<file path="config.mk">
export PLATFORM = sky130hd
export DESIGN_NAME = fpu_sequencer_flat
export DESIGN_NICKNAME = d
export VERILOG_FILES = /design/src/rtl/fpu_sequencer_pkg.sv /design/src/rtl/fpu_sequencer_if.sv /design/src/rtl/fpu_result_mux.sv /design/src/rtl/fpu_sequencer.sv /design/src/flat_wrapper.sv
export SDC_FILE = /design/constraint.sdc
export NUM_CORES = 1
export LEC_CHECK = 0
export ABC_AREA = 0
export CORE_MARGIN = 1.5
export CORE_UTILIZATION = 46
export CTS_BUF_LIST = sky130_fd_sc_hd__clkbuf_16
export CTS_CLUSTER_DIAMETER = 80
export DETAILED_ROUTE_END_ITERATION = 16
export PLACE_DENSITY = 0.86
export SLEW_MARGIN = 15
export SYNTH_ARGS = -nofsm -noshare
export SYNTH_HDL_FRONTEND = slang
export SYNTH_SLANG_ARGS = --single-unit
</file>
<file path="constraint.sdc">
create_clock -name clk -period 4.75 [get_ports clk]
set_input_delay 0.475 -clock clk [delete_from_list [all_inputs] [get_ports clk]]
set_output_delay 0.475 -clock clk [all_outputs]
set_load 0.01 [all_outputs]
</file>
<file path="src/rtl/fpu_sequencer_pkg.sv">
// Shared constants for the FP sequencer: opcodes, unit indices, compare codes, FP field ranges.
// Pure definitions; no logic, no latency.
// No flow control here; consumers own their handshakes.
package fpu_sequencer_pkg;

    localparam logic [2:0] OP_FADD = 3'd0;
    localparam logic [2:0] OP_FSUB = 3'd1;
    localparam logic [2:0] OP_FMUL = 3'd2;
    localparam logic [2:0] OP_FDIV = 3'd3;
    localparam logic [2:0] OP_FCMP = 3'd4;

    localparam logic [1:0] U_ADD = 2'd0;
    localparam logic [1:0] U_MUL = 2'd1;
    localparam logic [1:0] U_DIV = 2'd2;

    localparam logic [1:0] CMP_EQ = 2'b00;
    localparam logic [1:0] CMP_LT = 2'b01;
    localparam logic [1:0] CMP_GT = 2'b10;

    // sign at the top, magnitude is exponent plus fraction
    localparam int SIGN   = 30;
    localparam int MAG_HI = 29;
    localparam int MAG_LO = 0;

    typedef enum logic [1:0] {
        S_IDLE  = 2'd0,
        S_ISSUE = 2'd1,
        S_WAIT  = 2'd2,
        S_DONE  = 2'd3
    } state_e;

    function automatic logic [1:0] unit_of(input logic [2:0] op);
        case (op)
            OP_FMUL: return U_MUL;
            OP_FDIV: return U_DIV;
            default: return U_ADD;
        endcase
    endfunction

endpackage

</file>
<file path="src/rtl/fpu_sequencer_if.sv">
// CPU-side request/response bundle of the FP sequencer.
// Wires only; zero latency.
// No backpressure: requests are dropped unless the sequencer is idle.
interface fpu_sequencer_if #(
    parameter int W = 31
);
    logic         req;
    logic [2:0]   op;
    logic [W-1:0] a;
    logic [W-1:0] b;
    logic         busy;
    logic         done;
    logic [W-1:0] result;
    logic         ovf;
    logic [1:0]   cmp;

    modport master (
        output req, op, a, b,
        input  busy, done, result, ovf, cmp
    );

    modport slave (
        input  req, op, a, b,
        output busy, done, result, ovf, cmp
    );
endinterface

</file>
<file path="src/rtl/fpu_result_mux.sv">
// Picks the finishing unit's result/overflow and decodes the FCMP outcome from the fadd difference.
// Purely combinational, zero latency.
// No flow control; caller samples it only on the target unit's completion.
module fpu_result_mux
    import fpu_sequencer_pkg::*;
#(
    parameter int W = 31
) (
    input  logic [1:0]   sel,
    input  logic         is_cmp,
    input  logic [W-1:0] a,
    input  logic [W-1:0] add_out,
    input  logic [W-1:0] mul_out,
    input  logic [W-1:0] div_out,
    input  logic [2:0]   u_ovf,
    output logic [W-1:0] res,
    output logic         ovf,
    output logic [1:0]   cmp
);

    always_comb begin
        res = add_out;
        ovf = u_ovf[U_ADD];
        cmp = CMP_EQ;
        case (sel)
            U_MUL: begin
                res = mul_out;
                ovf = u_ovf[U_MUL];
            end
            U_DIV: begin
                res = div_out;
                ovf = u_ovf[U_DIV];
            end
            default: ;
        endcase
        // FCMP runs a-b through fadd; only the sign/zero of the difference matters
        if (is_cmp) begin
            res = a;
            ovf = 1'b0;
            if (add_out[MAG_HI:MAG_LO] == '0) begin
                cmp = CMP_EQ;
            end else if (add_out[SIGN]) begin
                cmp = CMP_LT;
            end else begin
                cmp = CMP_GT;
            end
        end
    end

endmodule

</file>
<file path="src/rtl/fpu_sequencer.sv">
// Single-issue controller for fadd/fmul/fdiv; optional WAIT abort under FPU_SEQ_TIMEOUT_EN.
// Latency: done L+3 cycles after the accepting edge (L = u_start to u_done), 2 for divide-by-zero.
// No queue: req outside IDLE is ignored and must be re-issued by the CPU.
module fpu_sequencer
    import fpu_sequencer_pkg::*;
#(
    parameter int W = 31
`ifdef FPU_SEQ_TIMEOUT_EN
    ,
    parameter int TIMEOUT = 63
`endif
) (
    input  logic          clk,
    input  logic          reset,
    fpu_sequencer_if.slave cpu,
    output logic [W-1:0]  u_in1,
    output logic [W-1:0]  u_in2,
    output logic          u_sub,
    output logic [2:0]    u_start,
    input  logic [2:0]    u_done,
    input  logic [2:0]    u_ovf,
    input  logic [W-1:0]  add_out,
    input  logic [W-1:0]  mul_out,
    input  logic [W-1:0]  div_out
);

    state_e       state_q, state_d;
    logic [1:0]   unit_q;
    logic         is_cmp_q;
    logic         busy_q;
    logic         done_q;
    logic [W-1:0] result_q;
    logic         ovf_q;
    logic [1:0]   cmp_q;
    logic [W-1:0] cap_res_q;
    logic         cap_ovf_q;
    logic [1:0]   cap_cmp_q;

    logic         req_ok;
    logic         div_zero;
    logic         tgt_done;
    logic         timeout_hit;
    logic [W-1:0] mux_res;
    logic         mux_ovf;
    logic [1:0]   mux_cmp;

    assign req_ok   = cpu.req && (cpu.op <= OP_FCMP);
    assign div_zero = (cpu.op == OP_FDIV) && (cpu.b[MAG_HI:MAG_LO] == '0);
    assign tgt_done = u_done[unit_q];

`ifdef FPU_SEQ_TIMEOUT_EN
    logic [5:0] wait_cnt_q;

    always_ff @(posedge clk) begin
        if (reset) begin
            wait_cnt_q <= '0;
        end else if (state_q == S_ISSUE) begin
            wait_cnt_q <= '0;
        end else if (state_q == S_WAIT) begin
            wait_cnt_q <= wait_cnt_q + 6'd1;
        end
    end

    // fires on the last of TIMEOUT WAIT cycles
    assign timeout_hit = (state_q == S_WAIT) && (wait_cnt_q == 6'(TIMEOUT - 1));
`else
    assign timeout_hit = 1'b0;
`endif

    fpu_result_mux #(.W(W)) u_mux (
        .sel     (unit_q),
        .is_cmp  (is_cmp_q),
        .a       (u_in1),
        .add_out (add_out),
        .mul_out (mul_out),
        .div_out (div_out),
        .u_ovf   (u_ovf),
        .res     (mux_res),
        .ovf     (mux_ovf),
        .cmp     (mux_cmp)
    );

    always_ff @(posedge clk) begin
        if (reset) begin
            state_q <= S_IDLE;
        end else begin
            state_q <= state_d;
        end
    end

    always_comb begin
        state_d = state_q;
        u_start = '0;
        case (state_q)
            S_IDLE: begin
                if (req_ok) begin
                    state_d = div_zero ? S_DONE : S_ISSUE;
                end
            end
            S_ISSUE: begin
                u_start[unit_q] = 1'b1;
                state_d         = S_WAIT;
            end
            S_WAIT: begin
                if (tgt_done || timeout_hit) begin
                    state_d = S_DONE;
                end
            end
            S_DONE: begin
                state_d = S_IDLE;
            end
            default: begin
                state_d = S_IDLE;
            end
        endcase
    end

    always_ff @(posedge clk) begin
        if (reset) begin
            unit_q    <= U_ADD;
            is_cmp_q  <= 1'b0;
            busy_q    <= 1'b0;
            done_q    <= 1'b0;
            result_q  <= '0;
            ovf_q     <= 1'b0;
            cmp_q     <= CMP_EQ;
            cap_res_q <= '0;
            cap_ovf_q <= 1'b0;
            cap_cmp_q <= CMP_EQ;
            u_in1     <= '0;
            u_in2     <= '0;
            u_sub     <= 1'b0;
        end else begin
            done_q <= 1'b0;
            case (state_q)
                S_IDLE: begin
                    if (req_ok) begin
                        u_in1    <= cpu.a;
                        u_in2    <= cpu.b;
                        u_sub    <= (cpu.op == OP_FSUB) || (cpu.op == OP_FCMP);
                        unit_q   <= unit_of(cpu.op);
                        is_cmp_q <= (cpu.op == OP_FCMP);
                        busy_q   <= 1'b1;
                        if (div_zero) begin
                            cap_res_q <= cpu.a;
                            cap_ovf_q <= 1'b1;
                            cap_cmp_q <= CMP_EQ;
                        end
                    end
                end
                S_WAIT: begin
                    if (tgt_done) begin
                        cap_res_q <= mux_res;
                        cap_ovf_q <= mux_ovf;
                        cap_cmp_q <= mux_cmp;
                    end else if (timeout_hit) begin
                        cap_res_q <= u_in1;
                        cap_ovf_q <= 1'b1;
                        cap_cmp_q <= CMP_EQ;
                    end
                end
                S_DONE: begin
                    done_q   <= 1'b1;
                    busy_q   <= 1'b0;
                    result_q <= cap_res_q;
                    ovf_q    <= cap_ovf_q;
                    cmp_q    <= cap_cmp_q;
                end
                default: ;
            endcase
        end
    end

    assign cpu.busy   = busy_q;
    assign cpu.done   = done_q;
    assign cpu.result = result_q;
    assign cpu.ovf    = ovf_q;
    assign cpu.cmp    = cmp_q;

endmodule
</file>
<file path="src/flat_wrapper.sv">
// flat-port wrapper written by rule: the top's interface ports become plain ports
module fpu_sequencer_flat import fpu_sequencer_pkg::*;
#(
    parameter int W = 31

)
  (clk, reset, u_in1, u_in2, u_sub, u_start, u_done, u_ovf, add_out, mul_out, div_out, cpu_req, cpu_op, cpu_a, cpu_b, cpu_busy, cpu_done, cpu_result, cpu_ovf, cpu_cmp);
  fpu_sequencer_if #(.W(W)) cpu_i ();
  input  logic clk;
  input  logic reset;
  output logic [W-1:0] u_in1;
  output logic [W-1:0] u_in2;
  output logic u_sub;
  output logic [2:0] u_start;
  input  logic [2:0] u_done;
  input  logic [2:0] u_ovf;
  input  logic [W-1:0] add_out;
  input  logic [W-1:0] mul_out;
  input  logic [W-1:0] div_out;
  input wire logic [$bits(cpu_i.req)-1:0] cpu_req;
  input wire logic [$bits(cpu_i.op)-1:0] cpu_op;
  input wire logic [$bits(cpu_i.a)-1:0] cpu_a;
  input wire logic [$bits(cpu_i.b)-1:0] cpu_b;
  output wire logic [$bits(cpu_i.busy)-1:0] cpu_busy;
  output wire logic [$bits(cpu_i.done)-1:0] cpu_done;
  output wire logic [$bits(cpu_i.result)-1:0] cpu_result;
  output wire logic [$bits(cpu_i.ovf)-1:0] cpu_ovf;
  output wire logic [$bits(cpu_i.cmp)-1:0] cpu_cmp;
  assign cpu_i.req = cpu_req;
  assign cpu_i.op = cpu_op;
  assign cpu_i.a = cpu_a;
  assign cpu_i.b = cpu_b;
  assign cpu_busy = cpu_i.busy;
  assign cpu_done = cpu_i.done;
  assign cpu_result = cpu_i.result;
  assign cpu_ovf = cpu_i.ovf;
  assign cpu_cmp = cpu_i.cmp;
  fpu_sequencer #(.W(W)) u_core (.clk(clk), .reset(reset), .cpu(cpu_i), .u_in1(u_in1), .u_in2(u_in2), .u_sub(u_sub), .u_start(u_start), .u_done(u_done), .u_ovf(u_ovf), .add_out(add_out), .mul_out(mul_out), .div_out(div_out));
endmodule
</file>
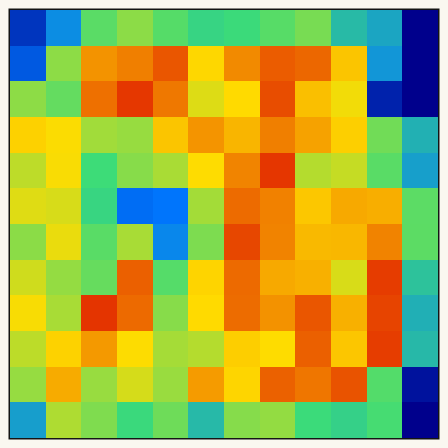
density.png
The die is cut into 12 by 12 equal tiles; dark blue is low, red is high, 0 to 100% covered.
tiles over 75% full	41%
fullest tile	94%
nearly empty tiles	2.8%
emptiest ninth of the die	top right
mean over tiles	65%
post-route core utilization: 72.2%
core area: 0.0133 sq mm
floorplan core density: 47.6%

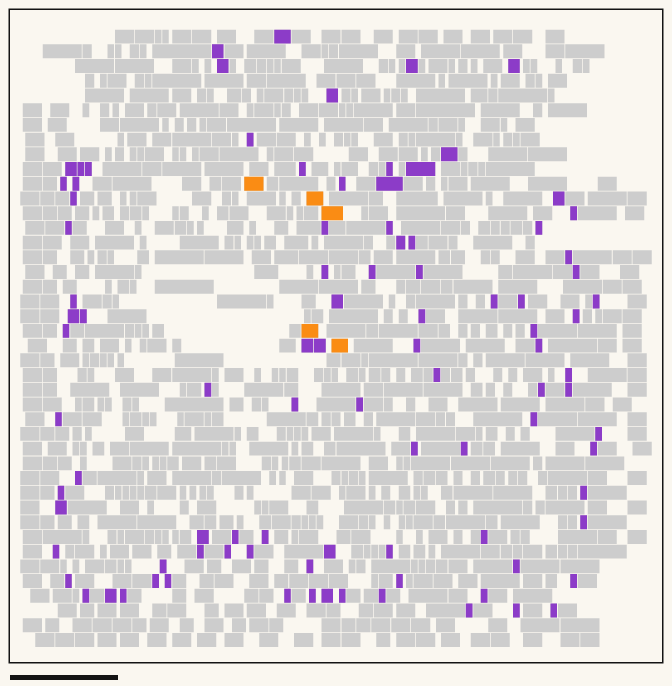
gate_families.png
Scale bar: 20 um.
colour	family	cells
orange	AND-OR and OR-AND gates	5
purple	NOR gates	95
fin cells: 1234
combinational share of cell area: 34.0%

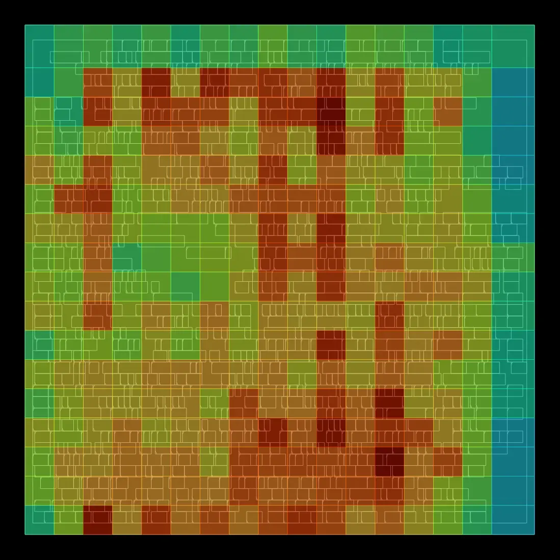
final_congestion.png
overall track demand over capacity in global routing: 30.3%
met1 usage in global routing: 39.5%
routed length per placed instance: 17.7 um
M2 GR Usage: 48.6%
grt met3 use: 7.36%

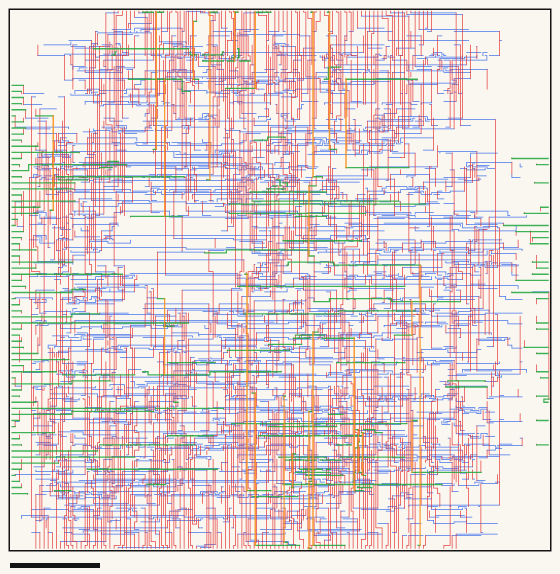
metal_stack.png
Scale bar: 20 um.
colour	layer	wire length
red	met2	10400 um
green	met3	1570 um
blue	met1	9230 um
orange	met4	615 um
total number of vias: 6858
routed wire length: 21.8 mm

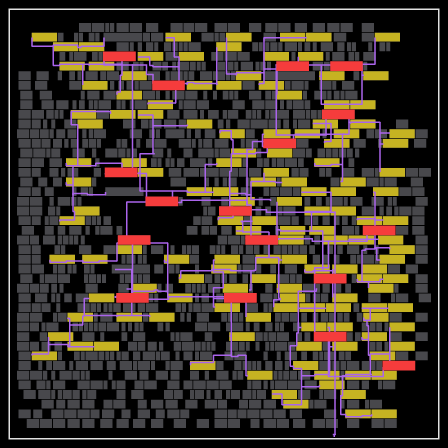
clock_map.png
[red] cells driving clock nets | count: 17
[purple] clock wires | length: 1690 um
[yellow] flip-flops | count: 138
routed clock nets	18
clock network fraction of total power: 33.9%
power in the clock group: 1370 uW

==> reports/qor.csv <==
metric;value;unit
status;finished clean;
final-layout setup total negative slack;0;ns
clock tree buffer count of the final layout;17;
Port Buf Inserts;268;
xor/xnor share of the synthesized area;0;%
Post-Synth AOI/OAI Area;22.5;%
flip-flops;138;
RSZ-0062 raised after global routing;no;
top-count cell post-synth;sky130_fd_sc_hd__nand2_1;
post-synth top area cell;sky130_fd_sc_hd__dfxtp_1;
buffer-and-inverter tally for the worst setup path;2;
synthesized netlist cell count;827;
via count of the first global-routing pass;6404;
Design Area, Final;0.00964;sq mm
half-perimeter wire length of the detailed placement result;15.4;mm
root cell of the clock tree;sky130_fd_sc_hd__clkbuf_16;
cell types occupying the most area after synthesis;sky130_fd_sc_hd__dfxtp_1 (43%), sky130_fd_sc_hd__nand2_1 (11%), sky130_fd_sc_hd__a21oi_1 (7.4%), sky130_fd_sc_hd__mux2i_1 (5.4%), sky130_fd_sc_hd__nor2_1 (4.4%);
logic depth of the worst setup path including buffers;4;
DIE WIDTH;121;um
global placement routability congestion;0.922;
ys async rst share;0;%
startpoint type of the worst setup path;flop;
Max Fanout on Critical Path;33;
multiplexer fraction of the synthesized cell area;5.53;%
==> cell usage in the layout (no fill, tap or decap), types with 8 or more instances in the layout <==
cell type / netlist / final
sky130_fd_sc_hd__nor4_1: 15 / 15
sky130_fd_sc_hd__buf_4: 0 / 8
sky130_fd_sc_hd__inv_1: 10 / 12
sky130_fd_sc_hd__o21ai_0: 33 / 33
sky130_fd_sc_hd__nand2_1: 190 / 190
sky130_fd_sc_hd__mux2i_1: 34 / 34
sky130_fd_sc_hd__a211oi_1: 35 / 35
sky130_fd_sc_hd__clkbuf_16: 0 / 17
sky130_fd_sc_hd__nor2_1: 74 / 74
sky130_fd_sc_hd__clkdlybuf4s50_1: 0 / 267
sky130_fd_sc_hd__dfxtp_1: 138 / 137
sky130_fd_sc_hd__or3_1: 31 / 31
sky130_fd_sc_hd__a21oi_1: 94 / 94
sky130_fd_sc_hd__a22oi_1: 32 / 32
sky130_fd_sc_hd__o22ai_1: 31 / 31
==> tightest hold or removal path, delay by kind of cell (launching register included) <==
kind | cells | cell delay (ns)
AOI/OAI and AO/OA | 1 | 0.05
DFF | 1 | 0.30
and+or+nand+nor | 1 | 0.05
==> routing by layer <==
metal	track usage [%]	vias up	part of all wire [%]
met3	7.36	50	7.2
met2	48.6	285	48
met1	39.5	3190	42
li1	-	3333	-
met4	11.6	0	2.8
met5	0	-	0
==> metrics by stage <==
| step | instances | hold WS (ns) | util, % |
|---|---|---|---|
| after global routing | 1234 | 0.475 | 72.2 |
| final | 1234 | 0.452 | 72.2 |
| after floorplan | 827 | 0.434 | - |
| after global placement | 1203 | 0.441 | 67.7 |
| after detailed placement | 1203 | 0.446 | 67.7 |
| after CTS | 1234 | 0.455 | 72.2 |
==> power breakdown <==
part           switching [uW]  total, uW  internal [uW]
combinational             796       1330            530
clock                     502       1370            868
sequential               69.2       1340           1270
Power figures rest on the tool's default switching activity, not on a simulated workload.
